## src/rtl/usb_pkg.sv

```systemverilog
// Shared constants for the USB receive packet checker: PID codes, CRC
// parameters and the checker FSM encoding. USB_RX_SOF_EN enables SOF checking.
package usb_pkg;

    localparam logic [3:0] PID_OUT   = 4'h1;
    localparam logic [3:0] PID_IN    = 4'h9;
    localparam logic [3:0] PID_SETUP = 4'hD;
    localparam logic [3:0] PID_SOF   = 4'h5;
    localparam logic [3:0] PID_DATA0 = 4'h3;
    localparam logic [3:0] PID_DATA1 = 4'hB;
    localparam logic [3:0] PID_ACK   = 4'h2;
    localparam logic [3:0] PID_NAK   = 4'hA;
    localparam logic [3:0] PID_STALL = 4'hE;

    localparam logic [4:0]  CRC5_POLY      = 5'h05;
    localparam logic [4:0]  CRC5_INIT      = 5'h1F;
    localparam logic [4:0]  CRC5_RESIDUAL  = 5'h0C;
    localparam logic [15:0] CRC16_POLY     = 16'h8005;
    localparam logic [15:0] CRC16_INIT     = 16'hFFFF;
    localparam logic [15:0] CRC16_RESIDUAL = 16'h800D;

    typedef enum logic [2:0] {
        ST_IDLE,
        ST_TOKEN,
        ST_DATA,
        ST_HSHK,
        ST_DROP
    } state_t;

    // The PID byte is decoded in the cycle it arrives, so routing is a pure function.
    function automatic state_t pid_route(input logic [7:0] b);
        state_t s;
        s = ST_DROP;
        if (b[7:4] == ~b[3:0]) begin
            case (b[3:0])
                PID_OUT, PID_IN, PID_SETUP:  s = ST_TOKEN;
`ifdef USB_RX_SOF_EN
                PID_SOF:                     s = ST_TOKEN;
`endif
                PID_DATA0, PID_DATA1:        s = ST_DATA;
                PID_ACK, PID_NAK, PID_STALL: s = ST_HSHK;
                default:                     s = ST_DROP;
            endcase
        end
        return s;
    endfunction

endpackage

```

## src/rtl/usb_crc_byte.sv

```systemverilog
// One-byte CRC update, bits consumed LSB first, register MSB is the
// feedback tap. Purely combinational.
module usb_crc_byte #(
    parameter int             W    = 5,
    parameter logic [W-1:0]   POLY = '0
) (
    input  logic [W-1:0] crc_in,
    input  logic [7:0]   data,
    output logic [W-1:0] crc_out
);

    always_comb begin
        crc_out = crc_in;
        for (int i = 0; i < 8; i++) begin
            if (crc_out[W-1] ^ data[i])
                crc_out = {crc_out[W-2:0], 1'b0} ^ POLY;
            else
                crc_out = {crc_out[W-2:0], 1'b0};
        end
    end

endmodule

```

## src/rtl/usb_rx_packet_check.sv

```systemverilog
// USB receive packet checker: PID/CRC5/CRC16 validation, token field
// extraction and CRC-stripped payload forwarding. USB_RX_SOF_EN enables SOF.
module usb_rx_packet_check
    import usb_pkg::*;
#(
    parameter int MAX_DATA_BYTES = 64
) (
    input  logic        useClk,
    input  logic        reset,
    input  logic        checkData,
    input  logic [7:0]  parallelData,
    input  logic        detectEop,
    output logic        pktValid,
    output logic        pktError,
    output logic [3:0]  pid,
    output logic [6:0]  tokenAddr,
    output logic [3:0]  tokenEndp,
    output logic [10:0] frameNum,
    output logic        dataStrobe,
    output logic [7:0]  dataByte,
    output logic [6:0]  dataCount
);

    localparam int CW = $clog2(MAX_DATA_BYTES + 3);
    localparam logic [CW-1:0] CNT_MAX = CW'(MAX_DATA_BYTES + 2);
    localparam logic [CW-1:0] CNT_TWO = CW'(2);

    state_t        state, st_byte, st_next;
    logic [CW-1:0] cnt, cnt_n;
    logic [4:0]    crc5, crc5_n, crc5_upd;
    logic [15:0]   crc16, crc16_n, crc16_upd;
    logic [7:0]    tok0, tok0_n;
    logic [2:0]    tok1, tok1_n;
    logic [7:0]    dly0, dly0_n, dly1, dly1_n;
    logic [3:0]    cur_pid, pid_n;
    logic          silent, silent_n;
    logic          emit, verdict, ok;

    usb_crc_byte #(.W(5), .POLY(CRC5_POLY)) u_crc5 (
        .crc_in  (crc5),
        .data    (parallelData),
        .crc_out (crc5_upd)
    );

    usb_crc_byte #(.W(16), .POLY(CRC16_POLY)) u_crc16 (
        .crc_in  (crc16),
        .data    (parallelData),
        .crc_out (crc16_upd)
    );

    always_comb begin
        st_byte  = state;
        cnt_n    = cnt;
        crc5_n   = crc5;
        crc16_n  = crc16;
        tok0_n   = tok0;
        tok1_n   = tok1;
        dly0_n   = dly0;
        dly1_n   = dly1;
        pid_n    = cur_pid;
        silent_n = silent;
        emit     = 1'b0;
        if (checkData) begin
            unique case (state)
                ST_IDLE: begin
                    st_byte  = pid_route(parallelData);
                    pid_n    = parallelData[3:0];
                    cnt_n    = '0;
                    crc5_n   = CRC5_INIT;
                    crc16_n  = CRC16_INIT;
                    dly0_n   = '0;
                    dly1_n   = '0;
                    silent_n = 1'b0;
`ifndef USB_RX_SOF_EN
                    silent_n = (parallelData == {~PID_SOF, PID_SOF});
`endif
                end
                ST_TOKEN: begin
                    if (cnt == CNT_TWO) begin
                        st_byte = ST_DROP;
                    end else begin
                        cnt_n  = cnt + 1'b1;
                        crc5_n = crc5_upd;
                        if (cnt == '0)
                            tok0_n = parallelData;
                        else
                            tok1_n = parallelData[2:0];
                    end
                end
                ST_DATA: begin
                    if (cnt == CNT_MAX) begin
                        st_byte = ST_DROP;
                    end else begin
                        cnt_n   = cnt + 1'b1;
                        crc16_n = crc16_upd;
                        dly0_n  = parallelData;
                        dly1_n  = dly0;
                        emit    = (cnt >= CNT_TWO);
                    end
                end
                ST_HSHK: st_byte = ST_DROP;
                default: ;
            endcase
        end

        // EOP is judged on the state after this cycle's byte, if any.
        st_next = st_byte;
        verdict = 1'b0;
        ok      = 1'b0;
        if (detectEop) begin
            st_next = ST_IDLE;
            case (st_byte)
                ST_TOKEN: begin
                    verdict = 1'b1;
                    ok = (cnt_n == CNT_TWO) && (crc5_n == CRC5_RESIDUAL);
                end
                ST_DATA: begin
                    verdict = 1'b1;
                    ok = (cnt_n >= CNT_TWO) && (crc16_n == CRC16_RESIDUAL);
                end
                ST_HSHK: begin
                    verdict = 1'b1;
                    ok      = 1'b1;
                end
                ST_DROP: verdict = !silent_n;
                default: ;
            endcase
        end
    end

    always_ff @(posedge useClk) begin
        if (reset) begin
            state      <= ST_IDLE;
            cnt        <= '0;
            crc5       <= '0;
            crc16      <= '0;
            tok0       <= '0;
            tok1       <= '0;
            dly0       <= '0;
            dly1       <= '0;
            cur_pid    <= '0;
            silent     <= 1'b0;
            pktValid   <= 1'b0;
            pktError   <= 1'b0;
            pid        <= '0;
            tokenAddr  <= '0;
            tokenEndp  <= '0;
            dataStrobe <= 1'b0;
            dataByte   <= '0;
            dataCount  <= '0;
`ifdef USB_RX_SOF_EN
            frameNum   <= '0;
`endif
        end else begin
            state      <= st_next;
            cnt        <= cnt_n;
            crc5       <= crc5_n;
            crc16      <= crc16_n;
            tok0       <= tok0_n;
            tok1       <= tok1_n;
            dly0       <= dly0_n;
            dly1       <= dly1_n;
            cur_pid    <= pid_n;
            silent     <= silent_n;
            pktValid   <= verdict && ok;
            pktError   <= verdict && !ok;
            dataStrobe <= emit;
            if (emit)
                dataByte <= dly1;
            if (verdict)
                pid <= pid_n;
            if (verdict && ok && st_byte == ST_DATA)
                dataCount <= 7'(cnt_n - CNT_TWO);
            if (verdict && ok && st_byte == ST_TOKEN) begin
`ifdef USB_RX_SOF_EN
                if (pid_n == PID_SOF) begin
                    frameNum <= {tok1_n, tok0_n};
                end else begin
                    tokenAddr <= tok0_n[6:0];
                    tokenEndp <= {tok1_n, tok0_n[7]};
                end
`else
                tokenAddr <= tok0_n[6:0];
                tokenEndp <= {tok1_n, tok0_n[7]};
`endif
            end
        end
    end

`ifndef USB_RX_SOF_EN
    assign frameNum = '0;
`endif

endmodule

```

## config.mk

```make
export PLATFORM = sky130hd
export DESIGN_NAME = usb_rx_packet_check
export DESIGN_NICKNAME = d
export VERILOG_FILES = /design/src/rtl/usb_pkg.sv /design/src/rtl/usb_crc_byte.sv /design/src/rtl/usb_rx_packet_check.sv
export SDC_FILE = /design/constraint.sdc
export NUM_CORES = 1
export LEC_CHECK = 0
export CAP_MARGIN = 20
export CORE_MARGIN = 4
export CORE_UTILIZATION = 50
export CTS_CLUSTER_DIAMETER = 200
export DETAILED_ROUTE_END_ITERATION = 6
export PLACE_DENSITY = 0.72
export SLEW_MARGIN = 10
export SYNTH_ARGS = -nofsm -noshare
export SYNTH_HDL_FRONTEND = slang
export SYNTH_SLANG_ARGS = --single-unit
```

## constraint.sdc

```tcl
create_clock -name useClk -period 7.56 [get_ports useClk]
set_clock_uncertainty 0.1 [all_clocks]
set_input_delay 2.268 -clock useClk [delete_from_list [all_inputs] [get_ports useClk]]
set_output_delay 2.268 -clock useClk [all_outputs]
set_load 0.1 [all_outputs]
```

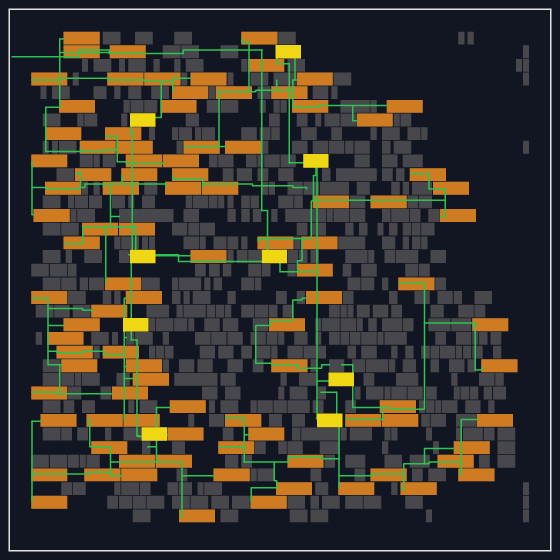
Run 1: clock wires, drivers and flops
- flip-flops: orange (count 96)
- clock-net drivers: yellow (count 9)
- clock wires: green (length 1160 um)
- flops lie: widely spread

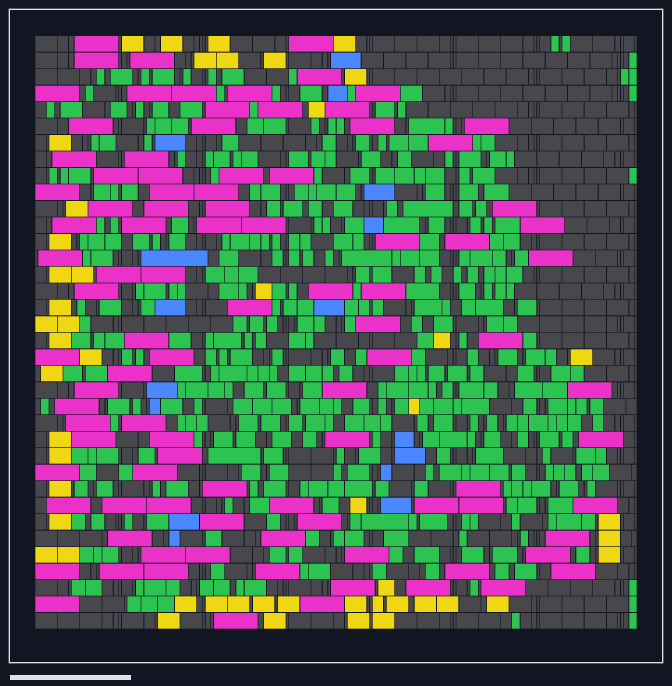
Run 1: placed cells, one colour a class
Scale bar: 20 um. Fill, decap, tap and diode cells in grey.
- clock drivers and dummy loads: blue (cells 16; share of their area 3.6%)
- remaining buffers and delay cells: yellow (cells 50; share of their area 8.8%)
- remaining logic cells: green (cells 424; share of their area 52%)
- registers: magenta (cells 96; share of their area 35%)
standard-cell row count: 36
flop share of the area: 34.4%
Final Core Density: 57.5%
core region area: 9730 sq um

==> flow_summary.html, run 1 <==
<p>Metrics extracted from the flow reports.</p>
<table>
<tr><th>Metric</th><th>Value</th></tr>
<tr><th colspan="2">Status</th></tr>
<tr><td>Status</td><td>completed</td></tr>
<tr><th colspan="2">Global routing</th></tr>
<tr><td>Global-route met1 utilization</td><td>28.4%</td></tr>
<tr><td>Pin count of the biggest net entering global routing</td><td>78</td></tr>
<tr><th colspan="2">Pwr</th></tr>
<tr><td>Proportion of power drawn by combinational gates</td><td>19.1%</td></tr>
<tr><td>Reported clock group power</td><td>0.340 mW</td></tr>
<tr><td>Peak supply drop</td><td>0.122 mV</td></tr>
<tr><td>Net switching power</td><td>0.329 mW</td></tr>
<tr><td>Clock group share of total power</td><td>31.6%</td></tr>
<tr><th colspan="2">Placed design</th></tr>
<tr><td>HPWL after DPL</td><td>8200 um</td></tr>
<tr><th colspan="2">Worst setup path</th></tr>
<tr><td>Critical path capture point type</td><td>flip-flop</td></tr>
<tr><td>Startpoint kind of the worst setup timing path</td><td>primary input</td></tr>
<tr><td>Maximum cell stage delay along the critical path</td><td>0.86 ns</td></tr>
<tr><td>Critical path type</td><td>in2reg</td></tr>
<tr><td>Data arrival, critical path</td><td>6.14 ns</td></tr>
<tr><td>Origin of the critical flop-to-flop path</td><td>cnt[3]$_SDFF_PP0_</td></tr>
<tr><td>Total stage count of the critical path</td><td>10</td></tr>
<tr><td>Cell chain of the critical path</td><td>clkdlybuf4s50_1, xnor2_1, nor4_1, a21oi_1, a211oi_2, nand2_1, or2_4, or4_1, and3_1, a21o_1</td></tr>
<tr><th colspan="2">Detailed routing</th></tr>
<tr><td>Routed wire length on met3</td><td>567 um</td></tr>
<tr><td>Routed metal-1 wire length</td><td>5550 um</td></tr>
<tr><td>WL final</td><td>12000 um</td></tr>
<tr><td>Remaining design rule violation count</td><td>0</td></tr>
<tr><td>ANT nets after route</td><td>0</td></tr>
<tr><td>Number of detailed-routing iterations run before antenna repair</td><td>5</td></tr>
<tr><td>Detailed-route wire length per cell</td><td>16.7 um</td></tr>
<tr><td>Top metal layer carrying routed signals</td><td>met4</td></tr>
<tr><th colspan="2">Clocking</th></tr>
<tr><td>CTS root buffer</td><td>sky130_fd_sc_hd__clkbuf_8</td></tr>
<tr><td>Worst skew pair latency</td><td>0.37 ns</td></tr>
<tr><td>Number of buffers on the longest clock path</td><td>2</td></tr>
<tr><td>Clock transition at the registers of the reported paths</td><td>0.10 ns</td></tr>
<tr><td>Clock buffers created by TritonCTS</td><td>9</td></tr>
<tr><td>Number of clock sinks</td><td>96</td></tr>
<tr><th colspan="2">Synth</th></tr>
<tr><td>Chip area in the Yosys report</td><td>4960 sq um</td></tr>
<tr><td>Distinct cell type count after synthesis</td><td>75</td></tr>
<tr><td>Dominant synthesized flop cell</td><td>sky130_fd_sc_hd__dfxtp_1</td></tr>
<tr><td>FF+latch count, synth</td><td>96</td></tr>
<tr><td>Simple-Gate Fraction of Synth Area</td><td>21.8%</td></tr>
<tr><td>Tally of yosys warning messages</td><td>0</td></tr>
<tr><th colspan="2">Final layout</th></tr>
<tr><td>Most used cells in the layout excluding fill and tap cells</td><td>96 x sky130_fd_sc_hd__dfxtp_1, 87 x sky130_fd_sc_hd__nor2_1, 43 x sky130_fd_sc_hd__clkdlybuf4s50_1</td></tr>
<tr><td>Most frequently placed logic cell in the final layout</td><td>sky130_fd_sc_hd__dfxtp_1</td></tr>
<tr><td>Final design instance area without fill</td><td>5590 sq um</td></tr>
<tr><th colspan="2">Final timing</th></tr>
<tr><td>Crit share post-route</td><td>79.0%</td></tr>
<tr><td>Remaining max-slew budget at the tightest pin</td><td>34.5%</td></tr>
<tr><td>Max-slew violations</td><td>0</td></tr>
<tr><th colspan="2">Floorplan</th></tr>
<tr><td>Die boundary width</td><td>108 um</td></tr>
<tr><td>Fp_density</td><td>51.0%</td></tr>
</table>
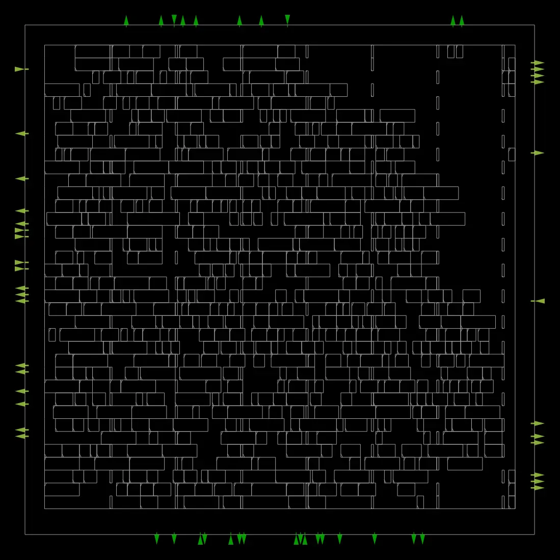
Run 1: cell outlines without signal wires
sequential cell count: 96
post-route non-filler standard cell count: 719
number of fillers in the final layout: 907

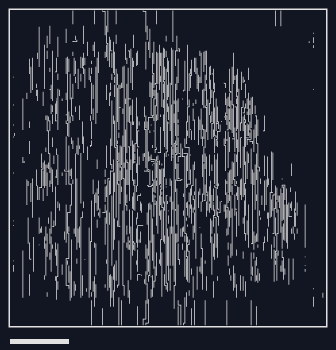
Run 1: M2 wires
Scale bar: 20 um.
- longest straight run: 47.0 um
- wire length on this layer: 5610 um
- nets with wire on the layer: 495
- main direction: vertical
- share of all routed wire: 47%

==> run 1: state kept, by name, indices dropped and copies added (netlist names), 3 cells and up <==
signal / count
cnt: 7
crc16: 16
crc5: 5
cur_pid: 4
dataByte: 8
dataCount: 7
dly0: 8
dly1: 8
pid: 4
state: 3
tok0: 8
tok1: 3
tokenAddr: 7
tokenEndp: 4
==> run 1: area by class of cell <==
cell class / instances / area, sq um
fill: 907 / 4140
timing repair buffer: 50 / 478
tap: 133 / 166
sequential: 96 / 1920
clock inverter: 7 / 71.3
inverter: 5 / 18.8
multi-input combinational: 419 / 2810
clock buffer: 9 / 124
==> run 1 -> run 2 <==
==> constraint.sdc (replaced) <==
create_clock -name useClk -period 5.6 [get_ports useClk]
set_clock_uncertainty 0.1 [all_clocks]
set_input_delay 1.68 -clock useClk [delete_from_list [all_inputs] [get_ports useClk]]
set_output_delay 1.68 -clock useClk [all_outputs]
set_load 0.1 [all_outputs]
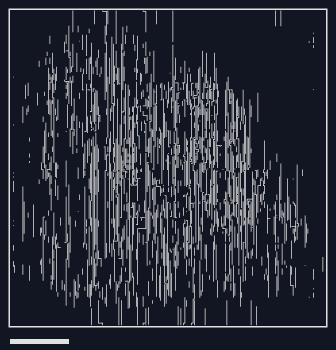
Run 2: M2 wires
Scale bar: 20 um.
- longest straight run: 51.3 um
- nets with wire on the layer: 526
- main direction: vertical
- wire length on this layer: 5570 um
WL final: 11900 um
met2 Use GR: 34.1%
via total after detailed routing: 4221

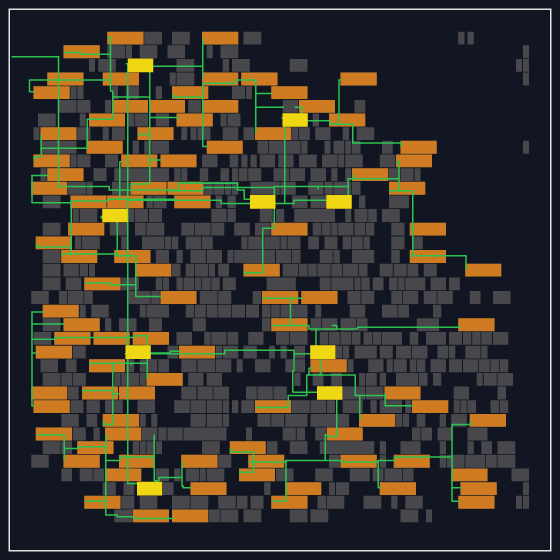
Run 2: clock wires, drivers and flops
- flip-flops: orange (count 96)
- clock-net drivers: yellow (count 9)
- clock wires: green (length 1160 um)
- flops lie: widely spread
- routed clock nets: 10
worst skew pair latency: 0.37 ns
clock group share of total power: 34.0%
reported clock group power: 0.516 mW

==> flow_summary.html, run 2 <==
<p>Metrics extracted from the flow reports.</p>
<table>
<tr><th>Metric</th><th>Value</th></tr>
<tr><th colspan="2">Synth</th></tr>
<tr><td>Chip area in the Yosys report</td><td>4960 sq um</td></tr>
<tr><td>Dominant synthesized flop cell</td><td>sky130_fd_sc_hd__dfxtp_1</td></tr>
<tr><td>Distinct cell type count after synthesis</td><td>75</td></tr>
<tr><td>Simple-Gate Fraction of Synth Area</td><td>21.8%</td></tr>
<tr><td>Tally of yosys warning messages</td><td>0</td></tr>
<tr><td>FF+latch count, synth</td><td>96</td></tr>
<tr><td>Fraction of registers with async set/reset</td><td>0%</td></tr>
<tr><th colspan="2">Worst setup path</th></tr>
<tr><td>Data arrival, critical path</td><td>5.30 ns</td></tr>
<tr><td>Critical path type</td><td>in2reg</td></tr>
<tr><td>Cell chain of the critical path</td><td>clkdlybuf4s50_1, inv_1, ha_1, nand3_1, o21ai_0, a21oi_1, a211oi_2, nand2_1, or2_4, or4_1, and3_1, a21o_1</td></tr>
<tr><td>Total stage count of the critical path</td><td>12</td></tr>
<tr><td>Critical path capture point type</td><td>flip-flop</td></tr>
<tr><td>Startpoint kind of the worst setup timing path</td><td>primary input</td></tr>
<tr><td>Reg2Reg Capture Point</td><td>dataCount[5]$_SDFFE_PP0P_</td></tr>
<tr><th colspan="2">Pwr</th></tr>
<tr><td>Sequential cell fraction of total power</td><td>47.2%</td></tr>
<tr><td>Proportion of power drawn by combinational gates</td><td>18.7%</td></tr>
<tr><td>Peak supply drop</td><td>0.196 mV</td></tr>
<tr><td>Net switching power</td><td>0.454 mW</td></tr>
<tr><th colspan="2">Detailed routing</th></tr>
<tr><td>ANT nets after route</td><td>0</td></tr>
<tr><td>Detailed-route wire length per cell</td><td>16.3 um</td></tr>
<tr><td>Number of detailed-routing iterations run before antenna repair</td><td>4</td></tr>
<tr><th colspan="2">Floorplan</th></tr>
<tr><td>Fp_density</td><td>51.0%</td></tr>
<tr><td>Standard-cell row count</td><td>36</td></tr>
<tr><td>Core region area</td><td>9730 sq um</td></tr>
<tr><th colspan="2">Final layout</th></tr>
<tr><td>Register name with the most flops</td><td>crc16</td></tr>
<tr><td>Post-route non-filler standard cell count</td><td>732</td></tr>
<tr><td>Final design instance area without fill</td><td>5720 sq um</td></tr>
<tr><td>Final Core Density</td><td>58.8%</td></tr>
<tr><td>Most frequently placed logic cell in the final layout</td><td>sky130_fd_sc_hd__dfxtp_1</td></tr>
<tr><td>Final Net Count</td><td>613</td></tr>
<tr><td>Max reg flops</td><td>16</td></tr>
<tr><th colspan="2">Clocking</th></tr>
<tr><td>Number of clock sinks</td><td>96</td></tr>
<tr><td>CTS root buffer</td><td>sky130_fd_sc_hd__clkbuf_8</td></tr>
<tr><td>Clock buffers created by TritonCTS</td><td>9</td></tr>
<tr><td>Post-CTS setup buffer count</td><td>0</td></tr>
<tr><td>Number of buffers on the longest clock path</td><td>2</td></tr>
<tr><td>Clock transition at the registers of the reported paths</td><td>0.09 ns</td></tr>
<tr><th colspan="2">Final timing</th></tr>
<tr><td>Remaining max-slew budget at the tightest pin</td><td>34.2%</td></tr>
<tr><td>Crit share post-route</td><td>91.6%</td></tr>
<tr><th colspan="2">Min path</th></tr>
<tr><td>Hold/Removal Path Class</td><td>reg2reg</td></tr>
<tr><th colspan="2">Placed design</th></tr>
<tr><td>HPWL after DPL</td><td>8370 um</td></tr>
<tr><th colspan="2">Status</th></tr>
<tr><td>Status</td><td>completed</td></tr>
<tr><th colspan="2">Global routing</th></tr>
<tr><td>Pin count of the biggest net entering global routing</td><td>77</td></tr>
</table>
[run 2: cell count changes in the layout (fill, tap and decap cells not counted)]
cell                        delta
sky130_fd_sc_hd__buf_4        +14
sky130_fd_sc_hd__bufinv_16     +1
sky130_fd_sc_hd__clkbuf_2      -1
sky130_fd_sc_hd__clkinv_2      -2
sky130_fd_sc_hd__clkinv_4      -1
sky130_fd_sc_hd__inv_6         +2
[run 2: final cells by class]
class / count / area (sq um)
timing repair buffer: 63 / 578
tap: 133 / 166
fill: 873 / 4010
sequential: 96 / 1920
clock buffer: 9 / 124
clock inverter: 7 / 100
inverter: 5 / 18.8
multi-input combinational: 419 / 2810
[run 2: routing by layer]
layer	track usage, %	up-vias	routed length (um)
met5	0	-	0
met4	7.57	0	216
met3	4.08	17	689
met2	34.1	147	5570
met1	28.4	2028	5470
li1	-	2029	-
Run 2, PDN straps and rails:
Pins as bars on the die edge. Tap cells in grey.
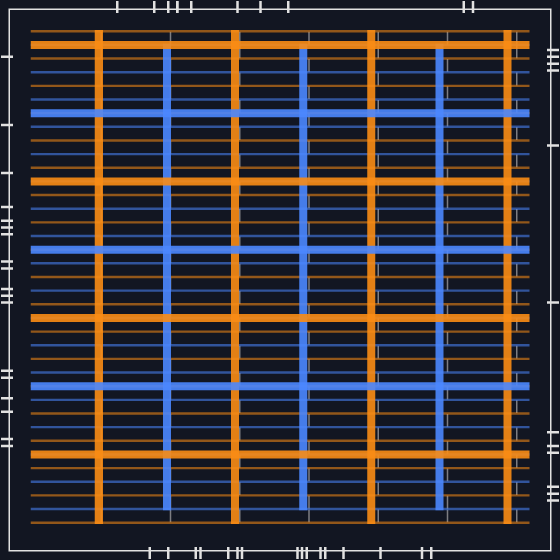

==> run 2 -> run 3 <==
--- a/config.mk
+++ b/config.mk
@@ -11,7 +11,7 @@
 export CTS_CLUSTER_DIAMETER = 200
 export DETAILED_ROUTE_END_ITERATION = 6
 export PLACE_DENSITY = 0.72
-export SLEW_MARGIN = 10
 export SYNTH_ARGS = -nofsm -noshare
 export SYNTH_HDL_FRONTEND = slang
+export SYNTH_HIERARCHICAL = 1
 export SYNTH_SLANG_ARGS = --single-unit
==> constraint.sdc (replaced) <==
create_clock -name useClk -period 6.2 [get_ports useClk]
set_clock_uncertainty 0.1 [all_clocks]
set_input_delay 1.86 -clock useClk [delete_from_list [all_inputs] [get_ports useClk]]
set_output_delay 1.86 -clock useClk [all_outputs]
set_load 0.1 [all_outputs]
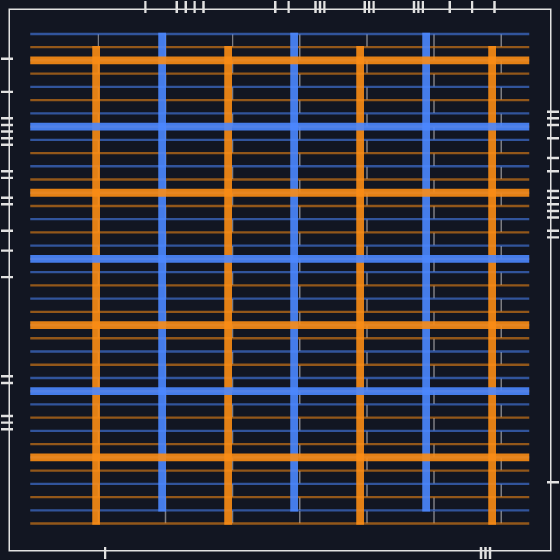
Run 3: PDN straps and rails
Pins as bars on the die edge. Tap cells in grey.
- VSS: orange
- VDD: blue
- met4 straps: 7
- met5 straps: 7
die boundary width: 111 um
Die Y: 111 um
peak supply drop: 0.120 mV
core region area: 10300 sq um

==> flow_summary.html, run 3 <==
<p>Metrics extracted from the flow reports.</p>
<table>
<tr><th>Metric</th><th>Value</th></tr>
<tr><th colspan="2">Pwr</th></tr>
<tr><td>Net switching power</td><td>0.430 mW</td></tr>
<tr><td>Sequential cell fraction of total power</td><td>48.7%</td></tr>
<tr><td>Leakage power summed over all cells</td><td>2.28 nW</td></tr>
<tr><td>Proportion of total power due to net switching</td><td>32.1%</td></tr>
<tr><td>Internal power contribution</td><td>0.909 mW</td></tr>
<tr><td>Proportion of power drawn by combinational gates</td><td>22.6%</td></tr>
<tr><td>Clock group share of total power</td><td>28.8%</td></tr>
<tr><th colspan="2">Floorplan</th></tr>
<tr><td>Fp_density</td><td>51.4%</td></tr>
<tr><th colspan="2">Detailed routing</th></tr>
<tr><td>Via total after detailed routing</td><td>4484</td></tr>
<tr><td>Routed wire length on met3</td><td>675 um</td></tr>
<tr><td>Routed metal-1 wire length</td><td>6080 um</td></tr>
<tr><td>ANT nets after route</td><td>0</td></tr>
<tr><td>Met2 wire len</td><td>6280 um</td></tr>
<tr><td>Detailed-route wire length per cell</td><td>17.6 um</td></tr>
<tr><td>WL final</td><td>13400 um</td></tr>
<tr><td>Top metal layer carrying routed signals</td><td>met4</td></tr>
<tr><td>Remaining design rule violation count</td><td>0</td></tr>
<tr><td>Number of detailed-routing iterations run before antenna repair</td><td>5</td></tr>
<tr><th colspan="2">Synth</th></tr>
<tr><td>Simple-Gate Fraction of Synth Area</td><td>21.4%</td></tr>
<tr><td>Dominant synthesized flop cell</td><td>sky130_fd_sc_hd__dfxtp_1</td></tr>
<tr><td>Tally of yosys warning messages</td><td>6</td></tr>
<tr><td>AND-OR/OR-AND Cells, Area Fraction</td><td>17.1%</td></tr>
<tr><td>Commonest cells in the synthesized netlist</td><td>96 x sky130_fd_sc_hd__dfxtp_1, 89 x sky130_fd_sc_hd__nor2_1, 33 x sky130_fd_sc_hd__nand2_1</td></tr>
<tr><td>Chip area in the Yosys report</td><td>5310 sq um</td></tr>
<tr><td>Cell total in the yosys stat output</td><td>592</td></tr>
<tr><td>Distinct cell type count after synthesis</td><td>75</td></tr>
<tr><td>Most frequent cell after synthesis</td><td>sky130_fd_sc_hd__dfxtp_1</td></tr>
<tr><td>FF+latch count, synth</td><td>96</td></tr>
<tr><td>Fraction of registers with async set/reset</td><td>0%</td></tr>
<tr><th colspan="2">Placed design</th></tr>
<tr><td>Port-buffer cells</td><td>44</td></tr>
<tr><td>Placed Area</td><td>5830 sq um</td></tr>
<tr><td>HPWL after DPL</td><td>9650 um</td></tr>
<tr><th colspan="2">Worst setup path</th></tr>
<tr><td>Startpoint kind of the worst setup timing path</td><td>primary input</td></tr>
<tr><td>Slowest library cell on the worst path</td><td>sky130_fd_sc_hd__a311oi_4</td></tr>
<tr><td>Origin of the critical flop-to-flop path</td><td>cnt[0]$_SDFF_PP0_</td></tr>
<tr><td>Reg2Reg Capture Point</td><td>dataCount[5]$_SDFFE_PP0P_</td></tr>
<tr><td>Data arrival, critical path</td><td>5.55 ns</td></tr>
<tr><td>Count of cells along the worst register-to-register path</td><td>10</td></tr>
<tr><td>Total stage count of the critical path</td><td>12</td></tr>
<tr><td>Critical path type</td><td>in2reg</td></tr>
<tr><td>Maximum cell stage delay along the critical path</td><td>0.57 ns</td></tr>
<tr><td>Critical path capture point type</td><td>flip-flop</td></tr>
<tr><td>Top fanout value on the critical path</td><td>9</td></tr>
<tr><td>Cell chain of the critical path</td><td>clkdlybuf4s50_1, xnor2_1, xnor2_1, xnor2_1, xnor3_1, and3_1, a221oi_1, or4_1, or4b_4, a311oi_4, mux2i_1, nor2_1</td></tr>
<tr><th colspan="2">Final timing</th></tr>
<tr><td>Hold violation total from the final report</td><td>0</td></tr>
<tr><td>Remaining max-slew budget at the tightest pin</td><td>34.2%</td></tr>
<tr><td>Minimum clock period after layout</td><td>5.43 ns</td></tr>
<tr><td>Max-slew violations</td><td>0</td></tr>
<tr><td>Crit share post-route</td><td>87.6%</td></tr>
<tr><th colspan="2">Clocking</th></tr>
<tr><td>Number of buffers on the longest clock path</td><td>2</td></tr>
<tr><td>Clock buffers created by TritonCTS</td><td>9</td></tr>
<tr><td>Worst skew pair latency</td><td>0.37 ns</td></tr>
<tr><td>Post-CTS setup buffer count</td><td>0</td></tr>
<tr><td>Count of H-tree levels built during CTS</td><td>3</td></tr>
<tr><td>CTS root buffer</td><td>sky130_fd_sc_hd__clkbuf_8</td></tr>
<tr><td>Clock transition at the registers of the reported paths</td><td>0.09 ns</td></tr>
<tr><td>Number of clock sinks</td><td>96</td></tr>
<tr><td>TritonCTS clock tree</td><td>yes</td></tr>
<tr><th colspan="2">Final layout</th></tr>
<tr><td>Max reg flops</td><td>16</td></tr>
<tr><td>Number of fillers in the final layout</td><td>916</td></tr>
<tr><td>Final Net Count</td><td>641</td></tr>
<tr><td>Comb. cell area</td><td>3130 sq um</td></tr>
<tr><td>Most used cells in the layout excluding fill and tap cells</td><td>96 x sky130_fd_sc_hd__dfxtp_1, 89 x sky130_fd_sc_hd__nor2_1, 43 x sky130_fd_sc_hd__clkdlybuf4s50_1</td></tr>
<tr><td>Register name with the most flops</td><td>crc16</td></tr>
<tr><td>Combined flip-flop and latch cell area</td><td>1920 sq um</td></tr>
<tr><td>Most frequently placed logic cell in the final layout</td><td>sky130_fd_sc_hd__dfxtp_1</td></tr>
<tr><th colspan="2">Global routing</th></tr>
<tr><td>Global-route met1 utilization</td><td>29.2%</td></tr>
<tr><td>Met2 Use GR</td><td>35.7%</td></tr>
<tr><td>Total congestion overflow after global routing</td><td>0</td></tr>
<tr><td>Met3 usage</td><td>4.20%</td></tr>
<tr><td>Pin count of the biggest net entering global routing</td><td>51</td></tr>
<tr><td>Most used routing layer in global routing</td><td>met2</td></tr>
<tr><th colspan="2">Status</th></tr>
<tr><td>Status</td><td>completed</td></tr>
<tr><th colspan="2">Min path</th></tr>
<tr><td>Hold/Removal Path Class</td><td>reg2reg</td></tr>
</table>
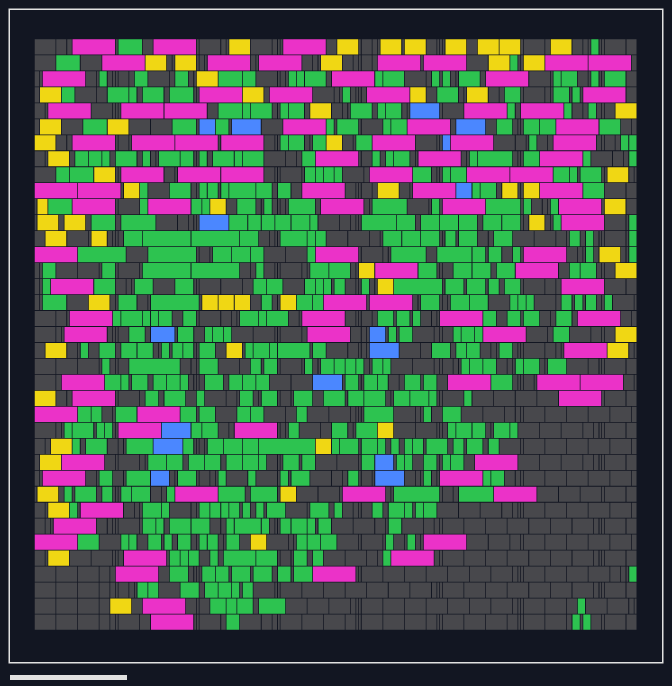
Run 3: placed cells, one colour a class
Scale bar: 20 um. Fill, decap, tap and diode cells in grey.
- remaining buffers and delay cells: yellow (cells 63; share of their area 9.9%)
- remaining logic cells: green (cells 452; share of their area 54%)
- registers: magenta (cells 96; share of their area 33%)
- clock drivers and dummy loads: blue (cells 16; share of their area 3.1%)
standard-cell row count: 37
Final Core Density: 58.2%
flop share of the area: 32.0%
final design instance area without fill: 6010 sq um

==> run 3: layout make-up <==
type	instances	area share [%]
Clock buffer	10	2.12
Sequential cell	96	32.0
Clock inverter	6	0.854
Multi-Input combinational cell	444	52.1
Tap cell	136	2.83
Timing Repair Buffer	63	9.62
Inverter	8	0.500
==> run 3: power by group through the flow <==
stage	logic, mW	clock network (mW)	registers, mW
floorplan	0.233	0	0.673
global placement	0.297	0	0.665
CTS	0.299	0.397	0.651
finish	0.302	0.385	0.651
global route	0.319	0.425	0.654
detailed placement	0.298	0	0.666
==> run 3: stage by stage <==
step	instances	power, mW
2_1_floorplan	602	0.906
3_3_place_gp	747	0.962
3_5_place_dp	747	0.964
4_1_cts	763	1.35
5_1_grt	763	1.40
6_report	763	1.34
No activity file was given, so power comes from the tool's default toggle rates.
